### config.mk
export PLATFORM = sky130hd
export DESIGN_NAME = opr_3x3_ctrl
export DESIGN_NICKNAME = d
export VERILOG_FILES = /design/src/rtl/opr_3x3_ctrl.sv
export SDC_FILE = /design/constraint.sdc
export NUM_CORES = 1
export LEC_CHECK = 0
export ABC_CLOCK_PERIOD_IN_PS = 2500
export CAP_MARGIN = 25
export CORE_ASPECT_RATIO = 0.6
export CORE_MARGIN = 10
export CORE_UTILIZATION = 30
export CTS_CLUSTER_DIAMETER = 200
export DETAILED_ROUTE_END_ITERATION = 12
export HOLD_SLACK_MARGIN = 0.05
export PLACE_DENSITY_LB_ADDON = 0.15
export REMOVE_ABC_BUFFERS = 1
export SYNTH_ARGS = -nofsm -noshare
export SYNTH_HDL_FRONTEND = slang
export SYNTH_SLANG_ARGS = --single-unit
export TNS_END_PERCENT = 100
### constraint.sdc
create_clock -name clk -period 2.5 [get_ports clk]
set_input_delay 0.625 -clock clk [delete_from_list [all_inputs] [get_ports clk]]
set_output_delay 0.625 -clock clk [all_outputs]
set_load 0.05 [all_outputs]
### src/rtl/opr_3x3_ctrl.sv
// opr_3x3_ctrl: sequencing controller for the 3x3 line-buffer window generator.
// It tracks the (x,y) position of accepted pixels across one frame. It qualifies
// the cycles in which the nine window registers hold a coherent 3x3
// neighbourhood and tags each window with its centre coordinate. It also emits
// line-end and frame-done pulses and sticky protocol error flags.
//
// Optional feature macro: OPR_CTRL_GAP_CHK_EN
//   defined   : a 2-cycle din_vld history is kept. A window also needs din_vld in
//               both preceding cycles. A broken candidate sets err_gap.
//   undefined : there is no history. Windows depend only on x>=2, y>=2, and
//               err_gap is tied to 0.
//
// Stream semantics: din_vld is a pure qualifier with no ready/backpressure.
// A pixel is accepted in every cycle din_vld is high in ACTIVE, or in any cycle
// that also carries frame_start. win_vld is likewise a one-cycle qualifier with
// no handshake, so downstream must sample it every cycle.

module opr_3x3_ctrl #(
  parameter int IMG_W = 1024,
  parameter int IMG_H = 768,
  parameter int XW    = $clog2(IMG_W),
  parameter int YW    = $clog2(IMG_H)
) (
  input  logic          clk,
  input  logic          rst,
  input  logic          frame_start,
  input  logic          din_vld,
  output logic          win_vld,
  output logic [XW-1:0] win_x,
  output logic [YW-1:0] win_y,
  output logic          line_end,
  output logic          frame_done,
  output logic          busy,
  output logic          err_stray,
  output logic          err_gap,
  output logic [1:0]    state_dbg
);

  typedef enum logic [1:0] {
    S_IDLE   = 2'd0,
    S_ACTIVE = 2'd1,
    S_DONE   = 2'd2
  } state_t;

  localparam logic [XW-1:0] X_LAST = XW'(IMG_W - 1);
  localparam logic [YW-1:0] Y_LAST = YW'(IMG_H - 1);
  localparam logic [XW-1:0] X_TWO  = XW'(2);
  localparam logic [YW-1:0] Y_TWO  = YW'(2);

  state_t        state;
  state_t        state_nxt;
  logic [XW-1:0] x;
  logic [YW-1:0] y;

  logic pix_adv;     // pixel accepted at the current (x,y) position
  logic at_x_last;
  logic at_y_last;
  logic last_pix;
  logic cand;        // accepted pixel completes a candidate window
  logic contig;      // din_vld was high in both preceding cycles
  logic idle_start;  // IDLE->ACTIVE transition, which clears sticky flags

  // A frame_start pixel becomes (0,0) of the new frame, so it never advances
  // the old position and never qualifies a window.
  assign pix_adv    = (state == S_ACTIVE) && din_vld && !frame_start;
  assign at_x_last  = (x == X_LAST);
  assign at_y_last  = (y == Y_LAST);
  assign last_pix   = pix_adv && at_x_last && at_y_last;
  assign cand       = pix_adv && (x >= X_TWO) && (y >= Y_TWO);
  assign idle_start = (state == S_IDLE) && frame_start;

`ifdef OPR_CTRL_GAP_CHK_EN
  // hist[0] holds din_vld from the previous cycle and hist[1] from the cycle before.
  logic [1:0] hist;

  // Shift din_vld history every clock, because the window registers shift every clock.
  always_ff @(posedge clk or posedge rst) begin
    if (rst) hist <= 2'b00;
    else     hist <= {hist[0], din_vld};
  end

  assign contig = &hist;

  // Sticky gap error: a candidate window was broken by a din_vld hole.
  always_ff @(posedge clk or posedge rst) begin
    if (rst)                  err_gap <= 1'b0;
    else if (idle_start)      err_gap <= 1'b0;
    else if (cand && !contig) err_gap <= 1'b1;
  end
`else
  assign contig  = 1'b1;
  assign err_gap = 1'b0;
`endif

  // State register.
  always_ff @(posedge clk or posedge rst) begin
    if (rst) state <= S_IDLE;
    else     state <= state_nxt;
  end

  // Next-state logic; frame_start restarts from any state.
  always_comb begin
    state_nxt = state;
    case (state)
      S_IDLE:   if (frame_start) state_nxt = S_ACTIVE;
      S_ACTIVE: begin
        if (frame_start)   state_nxt = S_ACTIVE;
        else if (last_pix) state_nxt = S_DONE;
      end
      S_DONE:   state_nxt = frame_start ? S_ACTIVE : S_IDLE;
      default:  state_nxt = S_IDLE;
    endcase
  end

  // State-decoded outputs and the combinational line-end pulse.
  always_comb begin
    busy       = (state == S_ACTIVE);
    frame_done = (state == S_DONE);
    line_end   = pix_adv && at_x_last;
    state_dbg  = state;
  end

  // Column/row counters. After the last pixel they return to (0,0).
  always_ff @(posedge clk or posedge rst) begin
    if (rst) begin
      x <= '0;
      y <= '0;
    end else if (frame_start) begin
      x <= din_vld ? XW'(1) : '0;
      y <= '0;
    end else if (pix_adv) begin
      if (at_x_last) begin
        x <= '0;
        y <= at_y_last ? '0 : y + YW'(1);
      end else begin
        x <= x + XW'(1);
      end
    end
  end

  // Window qualifier and centre tag, registered with the window registers' capture.
  always_ff @(posedge clk or posedge rst) begin
    if (rst) begin
      win_vld <= 1'b0;
      win_x   <= '0;
      win_y   <= '0;
    end else begin
      win_vld <= cand && contig;
      if (cand && contig) begin
        win_x <= x - XW'(1);
        win_y <= y - YW'(1);
      end
    end
  end

  // Sticky stray-pixel error: din_vld seen while no frame is armed.
  always_ff @(posedge clk or posedge rst) begin
    if (rst)                                 err_stray <= 1'b0;
    else if (idle_start)                     err_stray <= 1'b0;
    else if ((state == S_IDLE) && din_vld)   err_stray <= 1'b1;
  end

endmodule
==> impl_metrics.toml, run 1 <==
# physical design summary
[synthesis]
yosys_area_mm2 = 0.00246
top_area_share_pct = 44.8
synth_flop_count = 44
async_flop_share_pct = 100
most_common_cell = "dfrtp_1"
ys_seq_share_pct = 44.8
syn_avg_cell_area_um2 = 9.84
synth-edff-count = 0
synth.largest_area_cell = "dfrtp_1"
topCombFamilyByArea = "simple AND/OR/NAND/NOR gates"
synth.area.mux_share_pct = 9.10
synthCells = 250
syn-cell-area_mm2 = 0.00246
ys_sh_xor_pct = 7.83
yosysWarnings = 0
ys_cells = 250
simple_gate_area_share_pct = 21.9
ys_sh_adder_pct = 3.05
ys_types = 44
ff_type = "dfrtp_1"
compound_area_share_pct = 8.09

[setup_path]
timing.critical_path.from_type = "input port"
critPathKind = "in2out"
cp_max_fo = 2
path_delay_family = "simple AND/OR/NAND/NOR gates"
crit_path_max_incr_delay_ns = 0.56
cpMaxStageDelayCell = "or4_4"
cp_cell_sequence = "dlygate4sd2_1 > nand3b_4 > or4_4 > nor2_4 > buf_12"
end_kind = "output pin"
crit_required_ns = 1.88
cp.arrival_ns = 1.80
path_buffers = 2

[placement]
hpwl_um = 4770
post-place-cells = 395
place_area_mm2 = 0.00303
pre_cts_ws_ns = -0.275
globalplace.congestion = 0.852

[routing]
route.met2.wl_um = 2170
wl_um = 6350
route.met3.wl_um = 572
drc = 0
dr.pass1.iters = 4
routed.top_layer = "met4"
drt_iter0_drc = 176
wl_met1_um = 3570
dr_total_vias = 1961
drt-vias-per-instance = 4.87
ant_nets = 0
wl_per_cell_um = 15.8

[grt]
grt_pass1_vias = 1941
grt_pass1_wl_um = 10600
grtUsageMet3_pct = 4.28
globalRouteMet2Util_pct = 12.6
grt_use_total_pct = 10.7
grt_max_degree = 45
grt_antenna_before_repair = 0
grt.met1_usage_pct = 16.9
overflow = 0
grt-busiest-layer = "met1"

[clocking]
clock_path_buffers = 2
htreeDepth = 2
cts_buffers = 5
clk_pin_slew_ns = 0.06
cts_resized = 3
cts.sinks = 44
clock-root-buffer = "clkbuf_16"
clock_latency_ns = 0.29
cts_tree = "yes"
cts_setup_buffers = 0
postCtsHoldBufs = 0

[min_path]
hp-class = "reg2reg"

[flow_run]
cap_violations = 0
warnings = 29

[timing]
hold_violations = 0
worst_slack_ns = 0.0723
finalSetupViolCount = 0
period_minus_slack_ns = 2.43
worstMarginPinSlew_ns = 0.517
clock_skew_ns = 0.00838
relSlewSlack_pct = 65.4
max_freq_ghz = 0.412
period_used_pct = 97.1
rsz0062_at_grt = "false"
final-max-slew-violation-count = 0

[layout]
seq_share_pct = 34.6
area_growth_pct = 29.5
largest_class = "logic gates"
nClkBuffers = 7
inverters = 10
final_layout_size_suffix_gt1_share_pct = 20.7
mi_logic_area_mm2 = 0.00124
ff_count = 44
nMultiInputCombCells = 176
diodes = 0
buf_share_pct = 16.4
layout.area.seq_mm2 = 0.00110
clk_share_pct = 4.71
buffers = 57
instances_no_fill = 403
finalNetCount = 304
sh_comb_area_pct = 38.9
most-common-layout-cells = "44 x dfrtp_1, 27 x clkdlybuf4s50_1, 27 x buf_4"
fill_cells = 795
lay_top_count = "dfrtp_1"

[floorplanning]
taps = 108
dieArea_mm2 = 0.0123

[run_status]
status = "finished, final reports clean"

[power]
power_mw = 1.59
clkPwrFrac_pct = 42.5
switchingPower_uw = 396
pwr-share-seq_pct = 46.1
combPwrFrac_pct = 11.4
power_density_mw_per_mm2 = 498
p_sw_share_pct = 25.0
cellLeakagePower_nw = 1.41
pg_comb_uw = 181
power_leader = "registers"
pg_clk_uw = 675
p_seq_uw = 731
internal_power_mw = 1.19
## run 1: flip-flops by register name (all words and copies together), names as in the netlist
name / flops
y: 10
state_dbg: 2
win_vld: 1
x: 10
win_x: 10
win_y: 10
err_stray: 1
## run 1: path summary, 6_finish.rpt
path	cells after the start	endpoint	start	slack, ns
worst max-delay path	5	line_end	din_vld	0.07
worst min-delay path	1	win_y[4]	win_y[4]	0.51
worst max register to register	5	y[3]	state_dbg[0]	0.40
worst min register to register	1	win_y[4]	win_y[4]	0.51
max in group asynchronous	3	x[4]	rst	1.58
min in group asynchronous	3	win_x[9]	rst	0.69
## run 1: per-stage QoR
stage | hold slack, ns | setup TNS [ns]
floorplan | 0.539 | -0.285
global placement | 0.488 | -0.595
detailed placement | 0.494 | -0.755
CTS | 0.509 | 0
global route | 0.523 | 0
finish | 0.505 | 0
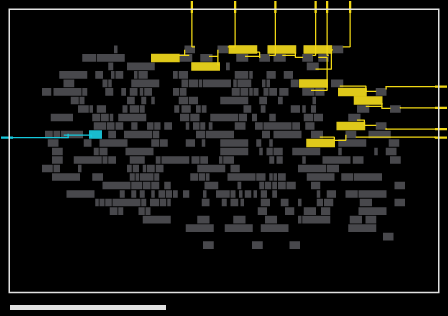
Figure 1: run 1, port wiring.
The bar under the picture is 50 µm long.
port	color	bits	direction	edge	end cells	buffers	wire
win_x	yellow	10	output	6 north, 4 east	10	10	258 µm
line_end	cyan	1	output	west	1	1	28.8 µm
Port Buffer Count: 30
Ports: 32

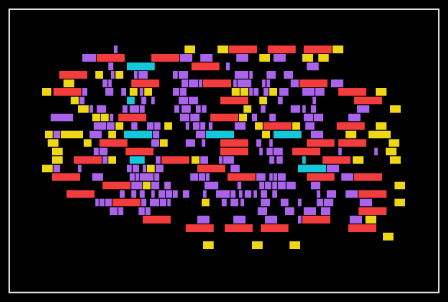
Figure 2: run 1, placement by cell class.
class	color	cells	share of their area
other buffers and delay cells	yellow	57	17%
flops	red	44	36%
clock drivers and dummy loads	cyan	8	4.9%
all other logic	purple	186	42%
final core utilization: 40.3%
num rows: 25
core area: 0.00791 mm²
Finished Cell Area: 0.00319 mm²

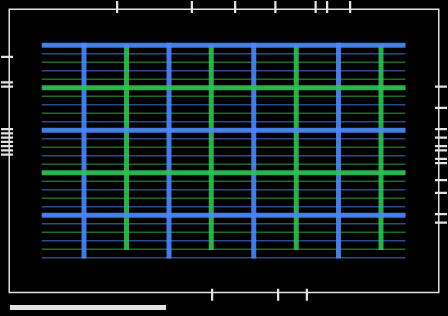
Figure 3: run 1, supply network.
The bar under the picture is 50 µm long. Pins as bars on the die edge.
net	color
VDD	green
VSS	blue
signal pins	32
met4 straps	8
rows	25
met5 straps	5
met1 rails	26
die height: 90.1 µm
die width: 137 µm
maximum VDD drop: 0.000238 V

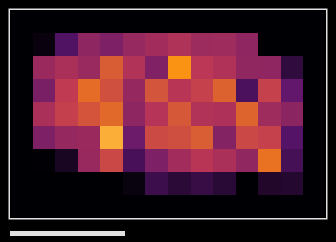
Figure 4: run 1, local utilization.
The bar under the picture is 50 µm long. The die is cut into 14 by 9 equal tiles; black is low, pale yellow is high, 0 to 100% covered.
mean over tiles	25%
fullest tile	83%
emptiest ninth of the die	south-west
densest ninth of the die	center
nearly empty tiles	40%
tiles over 75% full	1.6%
FP Util: 31.1%

## Run 2: what changed since run 1
--- a/config.mk
+++ b/config.mk
@@ -18,4 +18,3 @@
 export SYNTH_ARGS = -nofsm -noshare
 export SYNTH_HDL_FRONTEND = slang
 export SYNTH_SLANG_ARGS = --single-unit
-export TNS_END_PERCENT = 100
==> run 2 against run 1 <==
Sequential power hardly changed. Highest routed layer unchanged. Largest cell class unchanged. Critical endpoint unchanged. Critical path type unchanged. Final cell count stayed put. Die size stayed put. Worst hold slack stayed put. First-iteration DRC count stayed put. Clock skew stayed put.
==> impl_metrics.toml, run 2 <==
# physical design summary
[layout]
layout.area.seq_mm2 = 0.00110
final_layout_size_suffix_gt1_share_pct = 20.7
diodes = 0
final_area_mm2 = 0.00319
lay_top_count = "dfrtp_1"
fill_cells = 795
most-common-layout-cells = "44 x dfrtp_1, 27 x clkdlybuf4s50_1, 27 x buf_4"
area_growth_pct = 29.5
nMultiInputCombCells = 176
finalNetCount = 304
mi_logic_area_mm2 = 0.00124
buffers = 57
ff_count = 44
buf_share_pct = 16.4
sh_comb_area_pct = 38.9

[routing]
ant_nets = 0
route.met3.wl_um = 572
wl_met1_um = 3570
route.met2.wl_um = 2170
dr.pass1.iters = 4
wl_per_cell_um = 15.8
dr_total_vias = 1961
routed.top_layer = "met4"

[clocking]
clock-root-buffer = "clkbuf_16"
cts_resized = 3
postCtsHoldBufs = 0
cts_buffers = 5
cts_tree = "yes"
clock_path_buffers = 2
clock_latency_ns = 0.29

[setup_path]
rrSetupSlack_ns = 0.40
crit_required_ns = 1.88
critPathLaunch = "din_vld"
crit_path_max_incr_delay_ns = 0.56
path_delay_family = "simple AND/OR/NAND/NOR gates"
timing.critical_path.from_type = "input port"
critPathKind = "in2out"
cp.arrival_ns = 1.80
reg2reg_from = "state_dbg[0]"
path_depth = 5
cp_cell_sequence = "dlygate4sd2_1 > nand3b_4 > or4_4 > nor2_4 > buf_12"

[synthesis]
top_area_share_pct = 44.8
synth-edff-count = 0
synthCells = 250
syn-cell-area_mm2 = 0.00246
compound_area_share_pct = 8.09
ys_sh_xor_pct = 7.83
synth.area.mux_share_pct = 9.10
ff_type = "dfrtp_1"
async_flop_share_pct = 100
syn_avg_cell_area_um2 = 9.84
simple_gate_area_share_pct = 21.9
topCombFamilyByArea = "simple AND/OR/NAND/NOR gates"
synth.largest_area_cell = "dfrtp_1"

[floorplanning]
taps = 108
ios = 32
dieArea_mm2 = 0.0123
die.size.y_um = 90.1

[timing]
worst_slack_ns = 0.0723
relSlewSlack_pct = 65.4
final-max-slew-violation-count = 0
clock_skew_ns = 0.00838
worstMarginPinSlew_ns = 0.517
period_used_pct = 97.1
finalSetupViolCount = 0
max_freq_ghz = 0.412
rsz0062_at_grt = "false"

[grt]
overflow = 0
grtUsageMet3_pct = 4.28
grt_antenna_before_repair = 0
grt_use_total_pct = 10.7
grt_pass1_vias = 1941
globalRouteMet2Util_pct = 12.6
grt-busiest-layer = "met1"

[power]
clkPwrFrac_pct = 42.5
internal_power_mw = 1.19
combPwrFrac_pct = 11.4
cellLeakagePower_nw = 1.41

[placement]
hpwl_um = 4770
port_buffers = 30

[run_status]
status = "finished, final reports clean"
==> run 2: cell counts in the layout (fill, tap and decap cells not counted) <==
Identical to the previous run, type by type.
==> run 2: power by group through the flow <==
stage	clock network (mW)	logic (mW)	registers, mW
after floorplan	0	0.0763	0.779
after global placement	0	0.183	0.745
after detailed placement	0	0.185	0.745
after CTS	0.695	0.185	0.731
after global routing	0.727	0.202	0.732
final	0.675	0.181	0.731
==> run 2: per-stage QoR <==
stage / cells / TNS (ns) / total power [mW] / hold WS [ns]
finish: 403 / 0 / 1.59 / 0.505
global route: 403 / 0 / 1.66 / 0.523
CTS: 403 / 0 / 1.61 / 0.509
detailed placement: 395 / -0.755 / 0.929 / 0.494
global placement: 395 / -0.595 / 0.927 / 0.488
floorplan: 230 / -0.285 / 0.855 / 0.539
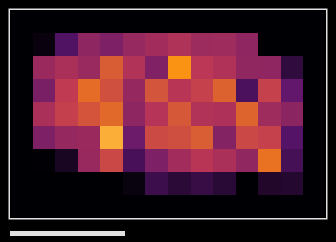
Figure 5: run 2, local utilization.
The bar under the picture is 50 µm long. The die is cut into 14 by 9 equal tiles; black is low, pale yellow is high, 0 to 100% covered.
emptiest ninth of the die	south-west
tiles over 75% full	1.6%
fullest tile	83%
densest ninth of the die	center
mean over tiles	25%

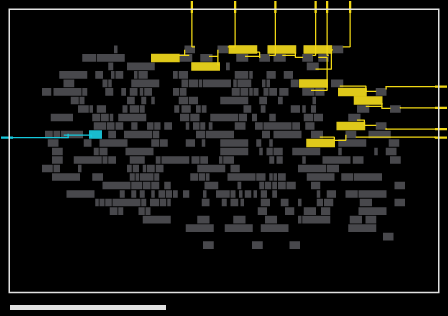
Figure 6: run 2, port wiring.
The bar under the picture is 50 µm long.
port	color	bits	direction	edge	end cells	buffers	wire
line_end	cyan	1	output	west	1	1	28.8 µm
win_x	yellow	10	output	6 north, 4 east	10	10	258 µm

No activity file was given, so power comes from the tool's default toggle rates.
